Port wiring:
Scale bar: 20 um.
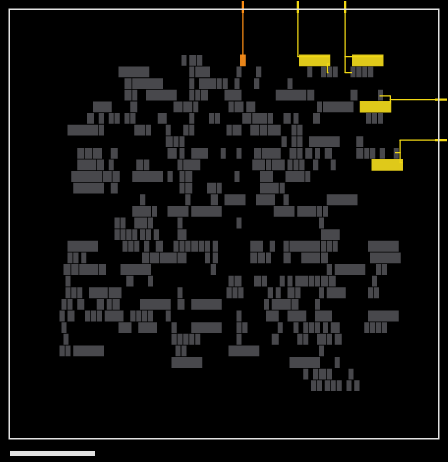
Supply network:
Scale bar: 20 um. Pins as bars on the die edge.
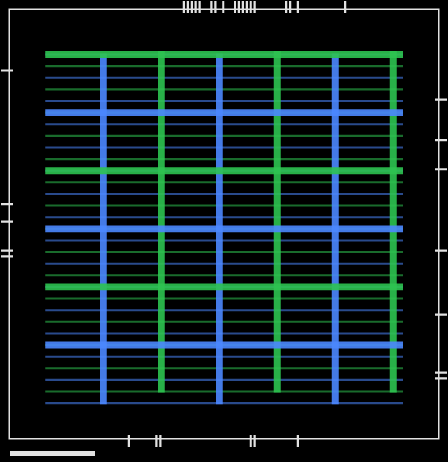
Cell classes on the final placement:
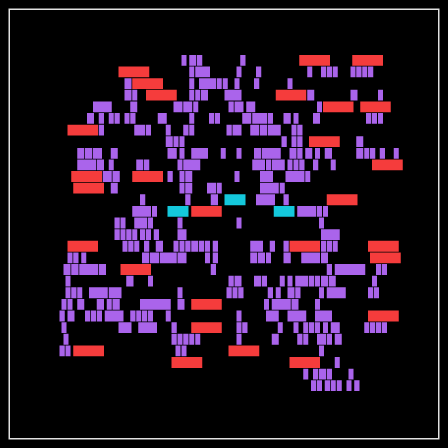
Track usage over the die:
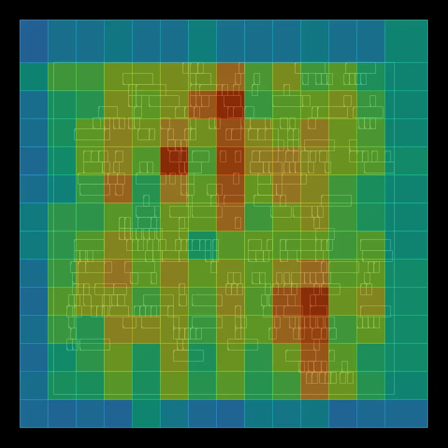
Cell area per tile:
Scale bar: 20 um. 10 x 10 tiles, from black (low) to pale yellow (high), 0 to 100% covered.
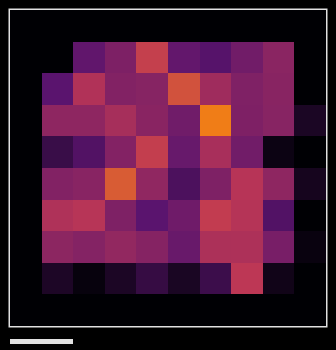
===== src/rtl/vm_pkg.sv =====
// Shared definitions for the change dispense sequencer.
//   state_e : sequencer FSM states (explicit 3-bit encoding)
//   ONE_VAL / TWO_VAL : rupee value of each coin type
//   coin_e  : which hopper the current coin comes from
package vm_pkg;

  typedef enum logic [2:0] {
    ST_IDLE     = 3'd0,
    ST_SELECT   = 3'd1,
    ST_EJECT    = 3'd2,
    ST_WAIT_ACK = 3'd3,
    ST_DONE     = 3'd4,
    ST_FAULT    = 3'd5
  } state_e;

  localparam int unsigned ONE_VAL = 1;
  localparam int unsigned TWO_VAL = 2;

  typedef enum logic {
    COIN_ONE = 1'b0,
    COIN_TWO = 1'b1
  } coin_e;

endpackage


===== src/rtl/hopper_counter.sv =====
// Saturating up/down inventory counter for one coin hopper.
//   clk, reset : clock and synchronous active-high reset (loads INIT)
//   inc        : add one coin (saturates at all-ones)
//   dec        : remove one coin (holds at zero)
//   level      : current inventory
// inc and dec together cancel, leaving the level unchanged.
module hopper_counter #(
  parameter int          CNT_W = 6,
  parameter int unsigned INIT  = 20
) (
  input  logic             clk,
  input  logic             reset,
  input  logic             inc,
  input  logic             dec,
  output logic [CNT_W-1:0] level
);

  localparam logic [CNT_W-1:0] INIT_V = CNT_W'(INIT);
  localparam logic [CNT_W-1:0] MAX_V  = '1;

  logic [CNT_W-1:0] level_q, level_d;

  always_comb begin
    level_d = level_q;
    if (inc && !dec) begin
      if (level_q != MAX_V) level_d = level_q + 1'b1;
    end else if (dec && !inc) begin
      if (level_q != '0) level_d = level_q - 1'b1;
    end
  end

  always_ff @(posedge clk) begin
    if (reset) level_q <= INIT_V;
    else       level_q <= level_d;
  end

  assign level = level_q;

endmodule


===== src/rtl/change_dispense_sequencer.sv =====
// Pays out change as greedy 2-rupee then 1-rupee coins, one coin at a time.
//   clk, reset            : clock, synchronous active-high reset
//   req_valid/req_amt     : change request; taken when req_valid & req_ready
//   req_ready             : high only in IDLE
//   eject_one/eject_two   : one-cycle coin drop command
//   eject_ack             : hopper confirms the drop (honoured in WAIT_ACK only)
//   refill_one/refill_two : add one coin to a hopper
//   fault_clr             : leave FAULT back to IDLE
//   busy/done/fault       : status; short_amt holds the unpaid remainder in FAULT
//   one_level/two_level   : hopper inventories
//   dbg_state             : current FSM state
// Handshakes: a request transfers on a clock edge where req_valid and
// req_ready are both high; req_amt must be stable while req_valid is high.
// Each eject pulse is answered by one eject_ack cycle within ACK_TIMEOUT
// cycles after the pulse, otherwise the sequencer faults.
module change_dispense_sequencer
  import vm_pkg::*;
#(
  parameter int          AMT_W       = 4,
  parameter int          CNT_W       = 6,
  parameter int unsigned ONE_INIT    = 20,
  parameter int unsigned TWO_INIT    = 20,
  parameter int unsigned ACK_TIMEOUT = 15
) (
  input  logic             clk,
  input  logic             reset,
  input  logic             req_valid,
  input  logic [AMT_W-1:0] req_amt,
  output logic             req_ready,
  output logic             eject_one,
  output logic             eject_two,
  input  logic             eject_ack,
  input  logic             refill_one,
  input  logic             refill_two,
  input  logic             fault_clr,
  output logic             busy,
  output logic             done,
  output logic             fault,
  output logic [AMT_W-1:0] short_amt,
  output logic [CNT_W-1:0] one_level,
  output logic [CNT_W-1:0] two_level,
  output logic [2:0]       dbg_state
);

  localparam int TMR_W = (ACK_TIMEOUT > 1) ? $clog2(ACK_TIMEOUT) : 1;
  localparam logic [TMR_W-1:0] TMR_LAST = TMR_W'(ACK_TIMEOUT - 1);

  state_e           state_q, state_d;
  logic [AMT_W-1:0] rem_q, rem_d;
  logic [AMT_W-1:0] short_q, short_d;
  logic [TMR_W-1:0] timer_q, timer_d;
  coin_e            coin_q, coin_d;
  logic             dec_one, dec_two;

  always_comb begin
    state_d = state_q;
    rem_d   = rem_q;
    short_d = short_q;
    timer_d = timer_q;
    coin_d  = coin_q;
    dec_one = 1'b0;
    dec_two = 1'b0;
    case (state_q)
      ST_IDLE: begin
        if (req_valid) begin
          rem_d   = req_amt;
          state_d = ST_SELECT;
        end
      end
      ST_SELECT: begin
        // Greedy pick; the level guards also keep the counters from underflowing.
        if (rem_q == '0) begin
          state_d = ST_DONE;
        end else if (rem_q >= AMT_W'(TWO_VAL) && two_level != '0) begin
          coin_d  = COIN_TWO;
          state_d = ST_EJECT;
        end else if (one_level != '0) begin
          coin_d  = COIN_ONE;
          state_d = ST_EJECT;
        end else begin
          short_d = rem_q;
          state_d = ST_FAULT;
        end
      end
      ST_EJECT: begin
        timer_d = '0;
        state_d = ST_WAIT_ACK;
      end
      ST_WAIT_ACK: begin
        if (eject_ack) begin
          if (coin_q == COIN_TWO) begin
            dec_two = 1'b1;
            rem_d   = rem_q - AMT_W'(TWO_VAL);
          end else begin
            dec_one = 1'b1;
            rem_d   = rem_q - AMT_W'(ONE_VAL);
          end
          state_d = ST_SELECT;
        end else if (timer_q == TMR_LAST) begin
          short_d = rem_q;
          state_d = ST_FAULT;
        end else begin
          timer_d = timer_q + 1'b1;
        end
      end
      ST_DONE: state_d = ST_IDLE;
      ST_FAULT: begin
        if (fault_clr) begin
          rem_d   = '0;
          short_d = '0;
          state_d = ST_IDLE;
        end
      end
      default: state_d = ST_IDLE;
    endcase
  end

  always_ff @(posedge clk) begin
    if (reset) begin
      state_q <= ST_IDLE;
      rem_q   <= '0;
      short_q <= '0;
      timer_q <= '0;
      coin_q  <= COIN_ONE;
    end else begin
      state_q <= state_d;
      rem_q   <= rem_d;
      short_q <= short_d;
      timer_q <= timer_d;
      coin_q  <= coin_d;
    end
  end

  hopper_counter #(.CNT_W(CNT_W), .INIT(ONE_INIT)) u_one_hopper (
    .clk   (clk),
    .reset (reset),
    .inc   (refill_one),
    .dec   (dec_one),
    .level (one_level)
  );

  hopper_counter #(.CNT_W(CNT_W), .INIT(TWO_INIT)) u_two_hopper (
    .clk   (clk),
    .reset (reset),
    .inc   (refill_two),
    .dec   (dec_two),
    .level (two_level)
  );

  assign req_ready = (state_q == ST_IDLE);
  assign eject_one = (state_q == ST_EJECT) && (coin_q == COIN_ONE);
  assign eject_two = (state_q == ST_EJECT) && (coin_q == COIN_TWO);
  assign busy      = (state_q != ST_IDLE) && (state_q != ST_FAULT);
  assign done      = (state_q == ST_DONE);
  assign fault     = (state_q == ST_FAULT);
  assign short_amt = short_q;
  assign dbg_state = state_q;

endmodule

===== config.mk =====
export PLATFORM = sky130hd
export DESIGN_NAME = change_dispense_sequencer
export DESIGN_NICKNAME = d
export VERILOG_FILES = /design/src/rtl/vm_pkg.sv /design/src/rtl/hopper_counter.sv /design/src/rtl/change_dispense_sequencer.sv
export SDC_FILE = /design/constraint.sdc
export NUM_CORES = 1
export LEC_CHECK = 0
export ABC_AREA = 1
export CORE_MARGIN = 8
export CORE_UTILIZATION = 30
export DETAILED_ROUTE_END_ITERATION = 6
export DONT_BUFFER_PORTS = 1
export PLACE_DENSITY = 0.43
export RECOVER_POWER = 25
export SLEW_MARGIN = 25
export SYNTH_ARGS = -nofsm -noshare
export SYNTH_HDL_FRONTEND = slang
export SYNTH_HIERARCHICAL = 1
export SYNTH_SLANG_ARGS = --single-unit

===== constraint.sdc =====
create_clock -name clk -period 5.07 [get_ports clk]
set_clock_uncertainty 0.1 [all_clocks]
set_input_delay 0.7605 -clock clk [delete_from_list [all_inputs] [get_ports clk]]
set_output_delay 0.7605 -clock clk [all_outputs]
set_load 0.01 [all_outputs]

==> run summary <==
flow finished, numbers: status complete, no violations, dominant cell type by area after synthesis dfxtp_1, crit-path max FO 7, drt pass-1 iters 4, Rel. slew slack 0.702, Die Size 10,000 um^2, Tool Warnings 30, worst hold stages 2, Max-area cell share 0.264, GRT overflow 0, pwr dens 425 nW/um^2, CP Launch Type flop, post-cts sizing count 0, antenna violations before repair 0, fp util 0.311, Seq cells post-synth 28, Area after DPL 2250 um^2, combinational power share 0.487, footprint of the multi-input gates 1380 um^2, die width 100 um, Clock Latency Late Sink 0.27 ns, syn nets 366, number of DRC violations after detailed-routing iteration 0 42, Area Growth Syn to Fin 7.24%, clock power share 0.128, via count 1,961, GP Congestion 0.804, Complex Gates by Area 0.0848, Clock Path Buffers 2, comb area leader simple AND/OR/NAND/NOR gates, worst path required time 5.17 ns, Reg2Reg Setup Slack 2.20 ns, Power Internal 502 uW, Port Buffer Count 0, Final Cycle Share 0.567, yosys warns 6, drt total wl 5460 um
-- 'port wiring' (at the start) --
port	color	bits	direction	edge	end cells	buffers	wire
busy	orange	1	output	top	1	0	10.7 um
short_amt	yellow	4	output	2 top, 2 right	4	0	75.7 um

-- 'supply network' (at the start) --
net	color
VDD	green
VSS	blue
signal pins	36
rows	30
met4 straps	6

-- 'cell classes on the final placement' (at the start) --
class	color	cells
flops	red	28
clock drivers	cyan	3
combinational and other logic	purple	308
final design utilization: 0.334
CORE AREA: 6830 um^2
Design Area, Final: 2280 um^2
FP Rows: 30
Seq/total area: 0.246

-- 'track usage over the die' (at the start) --
met3 Use GR: 0.0318
met1 usage in global routing: 0.143
busiest grt layer: met2
overall routing resource usage: 0.112
met2 usage: 0.184

-- 'cell area per tile' (at the start) --
densest ninth of the die	middle
mean over tiles	22%
fullest tile	71%
nearly empty tiles	34%

## power by group through the flow
stage / sequential, uW / combinational (uW) / clock (uW)
floorplan: 355 / 394 / 0
global placement: 383 / 477 / 0
detailed placement: 382 / 476 / 0
CTS: 378 / 477 / 136
global route: 387 / 549 / 143
finish: 373 / 471 / 124
## Yosys cell counts, drive strengths merged
master  instances
o21ai          10
o221ai          2
nor2           71
nand2          98
a21oi          19
inv            48
nor3            4
xor2            2
nand4           1
and3            2
dfxtp          28
fa              2
o31ai           1
or2             2
a31oi           1
nand3          23
ha             17
xnor2           5
## final cells by class
cell class                      instances  area share
Sequential cell                        28       0.246
Tap cell                               96      0.0527
Inverter                               48      0.0790
Multi-Input combinational cell        260       0.604
Clock buffer                            3      0.0181
## worst paths after layout
kind / from / to
worst max-delay path: dbg_state[1]$_SDFFE_PP0P_ / u_two_hopper/level[4]$_SDFFE_PP1P_
worst min-delay path: timer_q[0]$_SDFFE_PP0P_ / timer_q[0]$_SDFFE_PP0P_
worst max register to register: dbg_state[1]$_SDFFE_PP0P_ / u_two_hopper/level[4]$_SDFFE_PP1P_
worst min register to register: timer_q[0]$_SDFFE_PP0P_ / timer_q[0]$_SDFFE_PP0P_
## per-layer routing
metal  track usage  vias to the layer above
li1              -                     1063
met1         0.143                      871
met2         0.184                       25
met3        0.0318                        2
met4        0.0186                        0
met5             0                        -
## critical path, cell delays in order (launching register included)
cell and delay [ns]:
dfxtp_1 0.48, nand2_2 0.10, nor2_1 0.36, nand2_1 0.24
nor2_1 0.15, inv_1 0.07, ha_1 0.21, inv_1 0.21
ha_1 0.33, a21oi_1 0.16, nand2_1 0.07, xnor2_1 0.12
o21ai_0 0.18
Power and IR drop assume default switching activity.
